File: config.mk
export PLATFORM = sky130hd
export DESIGN_NAME = mux_nx1_scan
export DESIGN_NICKNAME = d
export VERILOG_FILES = /design/src/rtl/mux_nx1_scan.sv
export SDC_FILE = /design/constraint.sdc
export NUM_CORES = 1
export LEC_CHECK = 0
export CORE_UTILIZATION = 40
export DETAILED_ROUTE_END_ITERATION = 6
export DONT_BUFFER_PORTS = 1
export PLACE_DENSITY = 0.59
export RECOVER_POWER = 50
export SLEW_MARGIN = 20
export SYNTH_ARGS = -nofsm -noshare
export SYNTH_HDL_FRONTEND = slang
export SYNTH_SLANG_ARGS = --single-unit
export TNS_END_PERCENT = 30
File: constraint.sdc
create_clock -name clk -period 2 [get_ports clk]
set_input_delay 0.2 -clock clk [delete_from_list [all_inputs] [get_ports clk]]
set_output_delay 0.2 -clock clk [all_outputs]
set_load 0.02 [all_outputs]
File: src/rtl/mux_nx1_scan.sv
// Registered N_CH:1 multiplexer with manual select and auto-scan modes.
// The output carries the sourced channel index, a valid flag and an end-of-sweep pulse.
module mux_nx1_scan #(
    parameter int WIDTH = 8,
    parameter int N_CH  = 4,
    parameter int SEL_W = $clog2(N_CH),
    parameter int DWELL = 4
) (
    input  logic                  clk,
    input  logic                  rst,
    input  logic [N_CH*WIDTH-1:0] in_data,
    input  logic                  en,
    input  logic                  mode,
    input  logic [SEL_W-1:0]      select,
    output logic [WIDTH-1:0]      y,
    output logic [SEL_W-1:0]      y_ch,
    output logic                  y_valid,
    output logic                  scan_done
);

    localparam int               DW_W    = (DWELL > 1) ? $clog2(DWELL) : 1;
    localparam logic [SEL_W-1:0] LAST_CH = SEL_W'(N_CH - 1);
    localparam logic [DW_W-1:0]  LAST_DW = DW_W'(DWELL - 1);
    localparam logic [SEL_W:0]   N_CH_X  = (SEL_W + 1)'(N_CH);

    typedef enum logic {
        MANUAL = 1'b0,
        AUTO   = 1'b1
    } state_t;

    state_t            state_q, state_d;
    logic [SEL_W-1:0]  scan_ch, scan_ch_d;
    logic [DW_W-1:0]   dwell_cnt, dwell_d;
    logic [WIDTH-1:0]  y_d;
    logic [SEL_W-1:0]  y_ch_d;
    logic              y_valid_d, scan_done_d;

    logic [SEL_W-1:0]  cur_ch;
    logic [DW_W-1:0]   cur_dwell;
    logic [SEL_W-1:0]  mux_idx;
    logic [WIDTH-1:0]  mux_data;
    logic              sel_legal;

    // Entering AUTO from MANUAL restarts the sweep, so stale scan state is ignored.
    always_comb begin
        cur_ch    = (state_q == AUTO) ? scan_ch   : '0;
        cur_dwell = (state_q == AUTO) ? dwell_cnt : '0;
        sel_legal = ({1'b0, select} < N_CH_X);
        mux_idx   = mode ? cur_ch : select;
    end

    always_comb begin
        mux_data = '0;
        for (int unsigned i = 0; i < N_CH; i++) begin
            if (mux_idx == SEL_W'(i)) begin
                mux_data = in_data[i*WIDTH +: WIDTH];
            end
        end
    end

    always_comb begin
        state_d     = state_q;
        scan_ch_d   = scan_ch;
        dwell_d     = dwell_cnt;
        y_d         = y;
        y_ch_d      = y_ch;
        y_valid_d   = 1'b0;
        scan_done_d = 1'b0;

        if (en) begin
            state_d = mode ? AUTO : MANUAL;
            case (state_d)
                MANUAL: begin
                    if (sel_legal) begin
                        y_d       = mux_data;
                        y_ch_d    = select;
                        y_valid_d = 1'b1;
                    end
                end
                AUTO: begin
                    y_d       = mux_data;
                    y_ch_d    = cur_ch;
                    y_valid_d = 1'b1;
                    if (cur_dwell == LAST_DW) begin
                        dwell_d     = '0;
                        scan_ch_d   = (cur_ch == LAST_CH) ? '0 : cur_ch + SEL_W'(1);
                        scan_done_d = (cur_ch == LAST_CH);
                    end else begin
                        dwell_d   = cur_dwell + DW_W'(1);
                        scan_ch_d = cur_ch;
                    end
                end
                default: ;
            endcase
        end
    end

    always_ff @(posedge clk or posedge rst) begin
        if (rst) begin
            state_q   <= MANUAL;
            scan_ch   <= '0;
            dwell_cnt <= '0;
            y         <= '0;
            y_ch      <= '0;
            y_valid   <= 1'b0;
            scan_done <= 1'b0;
        end else begin
            state_q   <= state_d;
            scan_ch   <= scan_ch_d;
            dwell_cnt <= dwell_d;
            y         <= y_d;
            y_ch      <= y_ch_d;
            y_valid   <= y_valid_d;
            scan_done <= scan_done_d;
        end
    end

endmodule

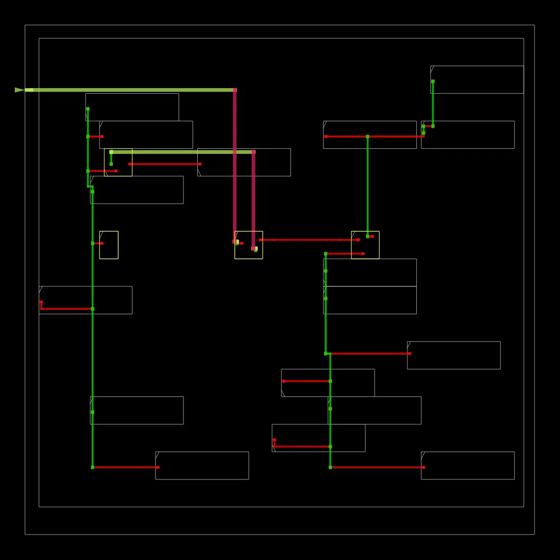
(images/clock_nets.png)
power in the clock group: 0.181 mW
source-to-sink clock delay at the later pin of the worst-skew pair: 0.29 ns

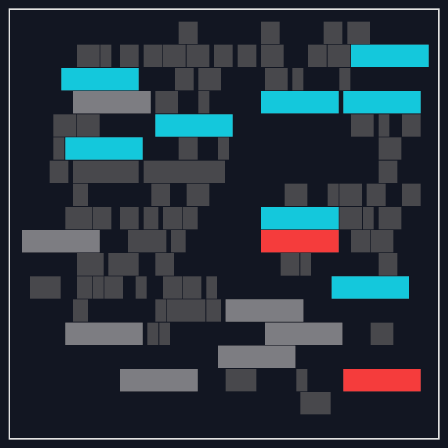
(images/ff_map.png)
Other sequential cells in the stronger grey, the rest of the logic in the fainter grey.
- cyan: y (flops 8)
- red: y_ch (flops 2)
- not coloured: 7
utilization after layout: 0.453
area occupied by registers: 425 um2
register fraction of the total cell area: 0.424

-- timing repair --
item	CTS	global route
resized	0	0
hold buffers	2	0
setup endpoints to repair	0	0
hold endpoints to repair	28	0
buffers inserted	0	0
-- worst max-delay path, cell delays in order (launching register included) --
cell	delay, ns
dfrtp_1	0.47
nand3_1	0.30
nand2_1	0.28
a211oi_1	0.36
a211oi_1	0.07
-- area by class of cell --
cell class | count | area [um2]
clock inverters | 1 | 5.00
multi-input cells | 72 | 487
flip-flops and latches | 17 | 425
fillers | 230 | 1210
well taps | 28 | 35.0
repair buffers | 2 | 20.0
inverters | 2 | 7.51
clock buffers | 3 | 22.5
-- cells by family after synthesis --
kind of cell | after synthesis | synth area share
AND/OR/NAND/NOR | 36 | 0.200
AND-OR/OR-AND | 33 | 0.285
flip-flops | 17 | 0.456
buffers and inverters | 5 | 0.0215
adder cells (fa/ha/maj) | 2 | 0.0268
multiplexers | 1 | 0.0107
-- synthesized netlist by cell type (all sizes together) --
library cell  count  area [um2]
and3b             1        8.76
a32o              1        10.0
nor2              9        33.8
inv               2        7.51
o21ai             3        15.0
a31oi             2        27.5
nor2b             1        6.26
and3              9        56.3
o21a              1        7.51
dfrtp            17         425
nand3             3        15.0
and2              5        31.3
ha                2        25.0
nand2b            2        12.5
nand2             6        22.5
mux2i             1        10.0
clkbuf            3        12.5
o22ai             8        50.1
a22o              1        8.76
a2bb2oi           1        26.3
a211oi           16         120
-- sequential cells by signal (all words and copies together) (netlist names) --
name       cells
scan_ch        2
y_ch           2
y              8
y_valid        1
scan_done      1
state_q        1
dwell_cnt      2
-- through the flow --
| stage | hold slack (ns) | cells |
|---|---|---|
| 2_1_floorplan | 0.126 | 94 |
| 3_3_place_gp | 0.228 | 119 |
| 3_5_place_dp | 0.222 | 119 |
| 4_1_cts | 0.0259 | 125 |
| 5_1_grt | 0.0378 | 125 |
| 6_report | 0.0388 | 125 |
-- layer usage --
layer	track usage	vias up	wire, um
met5	0	-	0
met1	0.259	365	1050
met4	0.0429	0	24
met3	0.0727	4	157
met2	0.307	30	1010
li1	-	366	-
-- power by group through the flow --
stage | Sequential [mW] | Clock (mW) | Combinational [mW]
after floorplan | 0.439 | 0 | 0.0878
after global placement | 0.446 | 0 | 0.0966
after detailed placement | 0.447 | 0 | 0.0988
after CTS | 0.441 | 0.194 | 0.106
after global routing | 0.446 | 0.210 | 0.118
final | 0.440 | 0.181 | 0.103
-- worst paths after layout --
path	start	to	slack, ns	depth (start not counted)
worst max-delay path	scan_ch[0]$_DFFE_PP0P_	y[7]$_DFFE_PP0P_	0.37	4
worst min-delay path	en	y_ch[1]$_DFFE_PP0P_	0.04	1
worst max register to register	scan_ch[0]$_DFFE_PP0P_	y[7]$_DFFE_PP0P_	0.37	4
worst min register to register	dwell_cnt[1]$_DFFE_PP0P_	dwell_cnt[1]$_DFFE_PP0P_	0.48	2
max in group asynchronous	rst	y[2]$_DFFE_PP0P_	1.15	2
min in group asynchronous	rst	y_ch[1]$_DFFE_PP0P_	0.43	2
==> notes.md <==
Implementation status.

- The via count of the first global-routing pass was approximately 740.
- The transition time of the tightest slew-check pin is 0.644 ns.
- The synthesis stat section lists a flop and latch total of 17.
- The core area is between 2000 and 2500 um2.
- The synthesis log from Yosys contains 0 warnings.
- CTS built an H-tree with a depth of 1.
- Of the total power, the share spent switching nets is 0.309.
- Setup repair after global routing left no endpoint under its margin.
- Detailed placement reports a standard cell area of 955 um2.
- The final setup skew is 0.00723 ns.
- Routability-driven placement finished with a final weighted congestion of 0.787.
- The residual overflow from global routing is 0.
- A synthesized cell averages 9.92 um2.
- The floorplan-stage core utilization is 0.421.
- The total chip power is 0.725 mW.
- The most common cell after layout, fill and taps aside is dfrtp_1.
- For this design the static power due to leakage is between 0.4 and 0.5 nW.
- Row generation in the floorplan step produced 17 rows.
- The critical path arrival is 1.79 ns.
- The worst setup path is captured at a flop.
- After routing, the total negative slack on setup checks comes to 0 ns.
- The portion of total power attributed to combinational logic is 0.143.
- The classification of the worst-slack hold path is primary input to flop.
- The pin count of the biggest net entering global routing is 18.
- The highest fanout seen on the critical path is 10.
- Detailed placement finished with a half-perimeter wire length of 1540 um.
- The share of the Yosys chip area taken by registers is 0.456.
- The worst path required time is 2.15 ns.
- The worst setup slack after layout is 0.368 ns.
- The peak supply drop is 513 uV.
- Synthesis produced a netlist with a net count of 134.
- The cell area after layout is 1000 um2.
- The number of warnings reported in the stage logs is 26.
- The total standard cell area after synthesis is approximately 930 um2.
- Post-synthesis, Yosys gives the total cell area as 932 um2.
- The routed layout has 765 vias.
- After detailed routing, the average wire length per cell comes to 17.9 um.
- The share of total power dissipated in the clock network is 0.250.
- The initial antenna violation count is 0.
- After the last flow step, the layout net total stands at 138.
- TritonCTS built the clock tree.
- In the finished design, the share of the clock period the worst path needs comes to 0.816.
- The first global-routing pass estimated 3680 um of wire.
- The number of top-level pins is 50.
- The time the final worst path needs with I/O delays and setup is 1.63 ns.
- The average via count per standard cell is just over 6.
- The total clock sinks is 17.
- The synthesized instance count is about 94.
- The number of cell instances after yosys synthesis is 94.
- The maximum clock frequency is between 600 and 700 MHz.
- The flow ran to the end, and the final reports show no timing, DRC or antenna violations.
- The layout-stage area growth over the synthesis result is 7.52%.
- Per the post-CTS timing run, clock transition at the registers of the reported paths is 0.10 ns.
- For this block, the initial DRC count from the detailed router was 13.
- The die outline area is 2530 um2.
- The worst-case clock buffer depth is 2.
- The max-capacitance violation count is 0.
- The share of total power dissipated in sequential elements is 0.607.
- The critical path is of the flop to flop type.
- The final timing report lists a max-slew violation count of 0.
- Hold-check failures listed in the final report amount to 0.
- The worst-case setup slack after placement is 0.388 ns.
- TritonCTS created 3 clock buffers.
- The power report lists cell-internal power as roughly 0.50 mW.
- Once detail routing completed, the nets flagged for antenna violations numbered 0.
- The final setup violation count is 0.
- The number of input and output port buffers inserted is 0.
- In this run the horizontal extent of the chip is 50.3 um.
- The buffer cell driving the clock tree root is clkbuf_4.
- The count of unresolved DRC violations after routing is 0.
- The startpoint type of the worst setup path is a flop.
- Counting distinct cell types in the post-synthesis netlist gives 23.
- By instance count after routing, the leading logic cell types are 17 x dfrtp_1, 16 x a211oi_1, 9 x nor2_1, 9 x and3_1, 8 x o22ai_1.
- The total power divided by cell area is 724 nW/um2.
- The layout cell share with drive strength beyond 1 is 0.0619.
- The routed wire length is 2240 um.
- The diode insertion count for antenna repair is 0.
- According to the report, the first pass of detailed routing completed in 6 iterations.
- The worst pin sits at a relative slew slack of 0.570.
- According to the floorplan report, the die height is 50.3 um.
- The switching power is 0.224 mW.
- Across every metal layer, demand over resource in global routing totals 0.197.
No activity file was given, so power comes from the tool's default toggle rates.
